Gate families picked out:
Scale bar: 20 um.
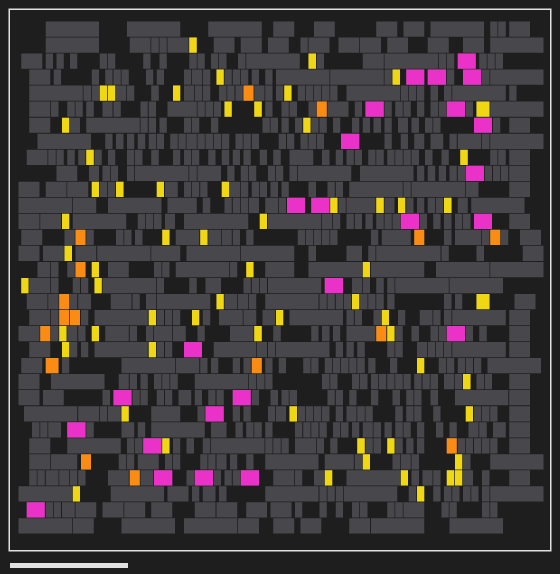
Cell classes on the final placement:
Scale bar: 20 um.
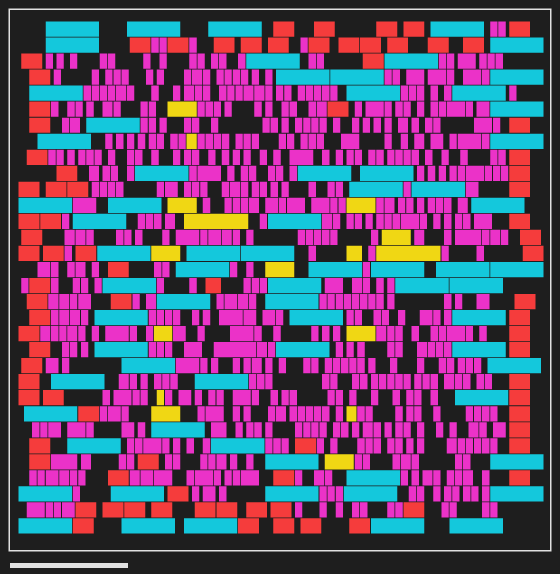
## config.mk

```make
export PLATFORM = sky130hd
export DESIGN_NAME = pipeline_ctrl
export DESIGN_NICKNAME = d
export VERILOG_FILES = /design/src/rtl/pipe_pkg.sv /design/src/rtl/sat_counter.sv /design/src/rtl/pipeline_ctrl.sv
export SDC_FILE = /design/constraint.sdc
export NUM_CORES = 1
export LEC_CHECK = 0
export ABC_AREA = 1
export CAP_MARGIN = 10
export CORE_UTILIZATION = 58
export DETAILED_ROUTE_END_ITERATION = 16
export PLACE_DENSITY_LB_ADDON = 0.05
export SLEW_MARGIN = 10
export SYNTH_ARGS = -nofsm -noshare
export SYNTH_HDL_FRONTEND = slang
export SYNTH_SLANG_ARGS = --single-unit
```

## constraint.sdc

```tcl
create_clock -name clk -period 5.5 [get_ports clk]
set_input_delay 0.825 -clock clk [delete_from_list [all_inputs] [get_ports clk]]
set_output_delay 0.825 -clock clk [all_outputs]
set_load 0.02 [all_outputs]
```

## src/rtl/pipe_pkg.sv

```systemverilog
// rtl/pipe_pkg.sv - shared types for the pipeline sequencing controller and PC mux
package pipe_pkg;

  typedef enum logic [1:0] {
    RUN   = 2'b00,
    DRAIN = 2'b01,
    ENTER = 2'b10
  } ctrl_state_t;

  localparam logic [1:0] PC_NEXT   = 2'b00;
  localparam logic [1:0] PC_BRANCH = 2'b01;
  localparam logic [1:0] PC_MTVEC  = 2'b10;
  localparam logic [1:0] PC_HOLD   = 2'b11;

endpackage

```

## src/rtl/sat_counter.sv

```systemverilog
// rtl/sat_counter.sv - saturating up-counter with synchronous clear
module sat_counter #(
  parameter int W = 32
) (
  input  logic         clk,
  input  logic         rst,
  input  logic         inc,
  input  logic         clear,
  output logic [W-1:0] cnt
);

  logic [W-1:0] cnt_q, cnt_d;

  always_comb begin
    cnt_d = cnt_q;
    if (clear)
      cnt_d = '0;
    else if (inc && (cnt_q != '1))
      cnt_d = cnt_q + 1'b1;
  end

  always_ff @(posedge clk or posedge rst) begin
    if (rst)
      cnt_q <= '0;
    else
      cnt_q <= cnt_d;
  end

  assign cnt = cnt_q;

endmodule

```

## src/rtl/pipeline_ctrl.sv

```systemverilog
// rtl/pipeline_ctrl.sv - stage enables, flushes, valid tracking and interrupt drain/entry
module pipeline_ctrl
  import pipe_pkg::*;
#(
  parameter int CNT_W = 32
) (
  input  logic             clk,
  input  logic             rst,
  input  logic             load_use_haz,
  input  logic             control_haz,
  input  logic             mem_wait,
  input  logic             intr,
  input  logic             intr_en,
  output logic             pc_wr,
  output logic             if_de_en,
  output logic             de_ex_en,
  output logic             ex_mem_en,
  output logic             mem_wb_en,
  output logic             de_flush,
  output logic             ex_flush,
  output logic             de_valid,
  output logic             ex_valid,
  output logic             mem_valid,
  output logic             wb_valid,
  output logic             intr_taken,
  output logic             draining,
  output logic [CNT_W-1:0] stall_cnt,
  output logic [CNT_W-1:0] flush_cnt
);

  ctrl_state_t state_q, state_d;
  logic        de_valid_q, ex_valid_q, mem_valid_q, wb_valid_q;
  logic        de_valid_d, ex_valid_d, mem_valid_d, wb_valid_d;
  logic [1:0]  pc_src;
  logic        lu_bubble, ch_flush;

  always_comb begin
    pc_src     = PC_NEXT;
    if_de_en   = 1'b1;
    de_ex_en   = 1'b1;
    ex_mem_en  = 1'b1;
    mem_wb_en  = 1'b1;
    de_flush   = 1'b0;
    ex_flush   = 1'b0;
    intr_taken = 1'b0;
    draining   = 1'b0;
    lu_bubble  = 1'b0;
    ch_flush   = 1'b0;
    state_d    = state_q;

    case (state_q)
      RUN, DRAIN: begin
        draining = (state_q == DRAIN);
        if (mem_wait) begin
          pc_src    = PC_HOLD;
          if_de_en  = 1'b0;
          de_ex_en  = 1'b0;
          ex_mem_en = 1'b0;
          mem_wb_en = 1'b0;
        end else if (control_haz) begin
          pc_src   = PC_BRANCH;
          de_flush = 1'b1;
          ex_flush = 1'b1;
          ch_flush = 1'b1;
        end else if (load_use_haz) begin
          pc_src    = PC_HOLD;
          if_de_en  = 1'b0;
          ex_flush  = 1'b1;
          lu_bubble = 1'b1;
        end else if (state_q == DRAIN) begin
          pc_src   = PC_HOLD;
          de_flush = 1'b1;
        end
      end
      ENTER: begin
        intr_taken = 1'b1;
        pc_src     = PC_MTVEC;
        de_flush   = 1'b1;
        ex_flush   = 1'b1;
        state_d    = RUN;
      end
      default: state_d = RUN;
    endcase

    // A flush beats the enable of the same register and loads a bubble.
    de_valid_d  = de_flush ? 1'b0 : (if_de_en ? (state_q == RUN) : de_valid_q);
    ex_valid_d  = ex_flush ? 1'b0 : (de_ex_en ? de_valid_q : ex_valid_q);
    mem_valid_d = ex_mem_en ? ex_valid_q  : mem_valid_q;
    wb_valid_d  = mem_wb_en ? mem_valid_q : wb_valid_q;

    if (state_q == RUN && intr && intr_en && !mem_wait)
      state_d = DRAIN;
    // The instruction still in WB retires during the ENTER cycle itself.
    else if (state_q == DRAIN && !mem_wait && !ex_valid_d && !mem_valid_d)
      state_d = ENTER;
  end

  assign pc_wr = (pc_src != PC_HOLD);

  always_ff @(posedge clk or posedge rst) begin
    if (rst) begin
      state_q     <= RUN;
      de_valid_q  <= 1'b0;
      ex_valid_q  <= 1'b0;
      mem_valid_q <= 1'b0;
      wb_valid_q  <= 1'b0;
    end else begin
      state_q     <= state_d;
      de_valid_q  <= de_valid_d;
      ex_valid_q  <= ex_valid_d;
      mem_valid_q <= mem_valid_d;
      wb_valid_q  <= wb_valid_d;
    end
  end

  assign de_valid  = de_valid_q;
  assign ex_valid  = ex_valid_q;
  assign mem_valid = mem_valid_q;
  assign wb_valid  = wb_valid_q;

  sat_counter #(.W(CNT_W)) u_stall_cnt (
    .clk   (clk),
    .rst   (rst),
    .inc   (!de_ex_en || lu_bubble),
    .clear (1'b0),
    .cnt   (stall_cnt)
  );

  sat_counter #(.W(CNT_W)) u_flush_cnt (
    .clk   (clk),
    .rst   (rst),
    .inc   (ch_flush),
    .clear (1'b0),
    .cnt   (flush_cnt)
  );

endmodule

```

==> reports/metrics.yaml <==
status: "completed"
critPathTopFamily: "buffers and inverters"
grt_use_met1_pct: 43.0
met3_usage_pct: 3.98
synth_adder_area_share_pct: 0.537
top_cell: "nand2_1"
via_per_inst: 5.22
nonClkBufAreaFrac_pct: 14.6
clock_latency_ns: 0.35
clkCellAreaFrac_pct: 3.73
cts-root-buf: "clkbuf_8"
max-slew-margin-rel_pct: 61.4
aoi_share_pct: 1.74
hold_violations: 0
antenna_found_initial: 0
ys_area_mm2: 0.00466
grt_pass1_wl_um: 19900
path_buffers: 4
cts_resized: 0
cts_tree: "done"
tap_cells: 102
logic_gate_count: 590
h-tree-depth: 3
setup_violations: 0
synth_cell_types: 26
pwr-share-clk_pct: 29.7
reg2reg_slack_ns: 3.32
synth-edff-count: 0
grt_util_met2_pct: 47.7
min-delay-start: "wb_valid"
dr_wl_met2_um: 5260
dpl_cell_area_mm2: 0.00552
combPwrFrac_pct: 29.3
required_ns: 4.68
powerClk_uw: 461
internal_power_uw: 1010
clkbuf_count: 10
path_max_fanout: 8
clkTransAtPathRegs_ns: 0.07
antenna_cells: 0
fp.dieH_um: 91.6
ctsHoldBuffers: 0
grt_remaining_overflow: 0
finalNetCount: 826
endpoint_kind: "output pin"
grt_max_degree: 47
ios: 84
rsz0062_at_grt: "false"
rr_endpoint: "u_stall_cnt.cnt[20]"
critPathMaxStageDelay_ns: 0.56
die_area_mm2: 0.00840
netlist_area_mm2: 0.00466
syn_nets: 743
p_seq_uw: 634
dp_cells: 908
drtIter0Drc: 308
fin_ws_ns: 2.01
setup.worst_path.start: "mem_wait"
drt-met1-wl_um: 5750
seqPwrFrac_pct: 40.9
ys_seq_share_pct: 37.6
n_all_inverters: 62
cap_violations: 0
wl_um: 12000
avgSynthCellArea_um2: 6.35
leakagePower_uw: 0.00265
synthTopCellsByCount: "370 x nand2_1, 110 x nor2_1, 70 x dfrtp_1"
ctsLongestPathBuffers: 2
drive_gt1_share_pct: 5.60
vdd_ir_drop_max_uv: 265
min_period_over_period_pct: 63.4
warning_count: 26
highest_layer: "met4"
logic_area_mm2: 0.00256
grt_pass1_vias: 4319
finClkSkew_ns: 0.0141
yosys.area.top_type: "dfrtp_1"
r2r-start: "u_stall_cnt.cnt[1]"
hold_path_end: "wb_valid"
ys.flop_type: "dfrtp_1"
grt-busiest-layer: "met2"
power_leader: "sequential cells"
final_cell_mix: "370 x nand2_1, 110 x nor2_1, 83 x clkdlybuf4s50_1"
switchingPower_uw: 542
synthXorXnorAreaFrac_pct: 4.70
p_comb_uw: 455
ys_sh_simple_pct: 47.8
fp_util_pct: 60.0
cp.depth: 7
power.share.switching_pct: 34.9
post-cts-setup-buffer-count: 0
top_cells_by_area: "dfrtp_1 38%, nand2_1 30%, nor2_1 8.9%, inv_1 4.7%, nand3_1 3.7%"
cp_slowest_cell: "clkdlybuf4s50_1"
power_uw: 1550
cts.sinks: 70
hold_depth: 1
numSynthFlops: 70
gp_congestion: 0.951
io_buffers: 83
area_dominant_class: "combinational gates"
top_area_share_pct: 37.6
fillCellCount: 666
grtUsageTotal_pct: 29.9
About 'gate families picked out':
- aoi and oai cells: orange (cells 16)
- xor and xnor cells: magenta (cells 25; where widely spread)
- inv cells: yellow (cells 62; where widely spread)
multi-input combinational area share: 44.7%
non-filler cells, final: 924
most common logic cell in the routed design: nand2_1

About 'cell classes on the final placement':
- registers: cyan (cells 70; share of their area 31%)
- remaining buffers and delay cells: red (cells 84; share of their area 15%)
- remaining logic cells: magenta (cells 652; share of their area 50%)
- clock drivers and dummy loads: yellow (cells 16; share of their area 3.8%)
Cell Rows: 32
fraction of area in registers: 30.6%
Post-Layout Inst Area: 0.00573 mm^2
core footprint: 0.00777 mm^2
fin util: 73.8%

Power is estimated from default activity; no workload was simulated.
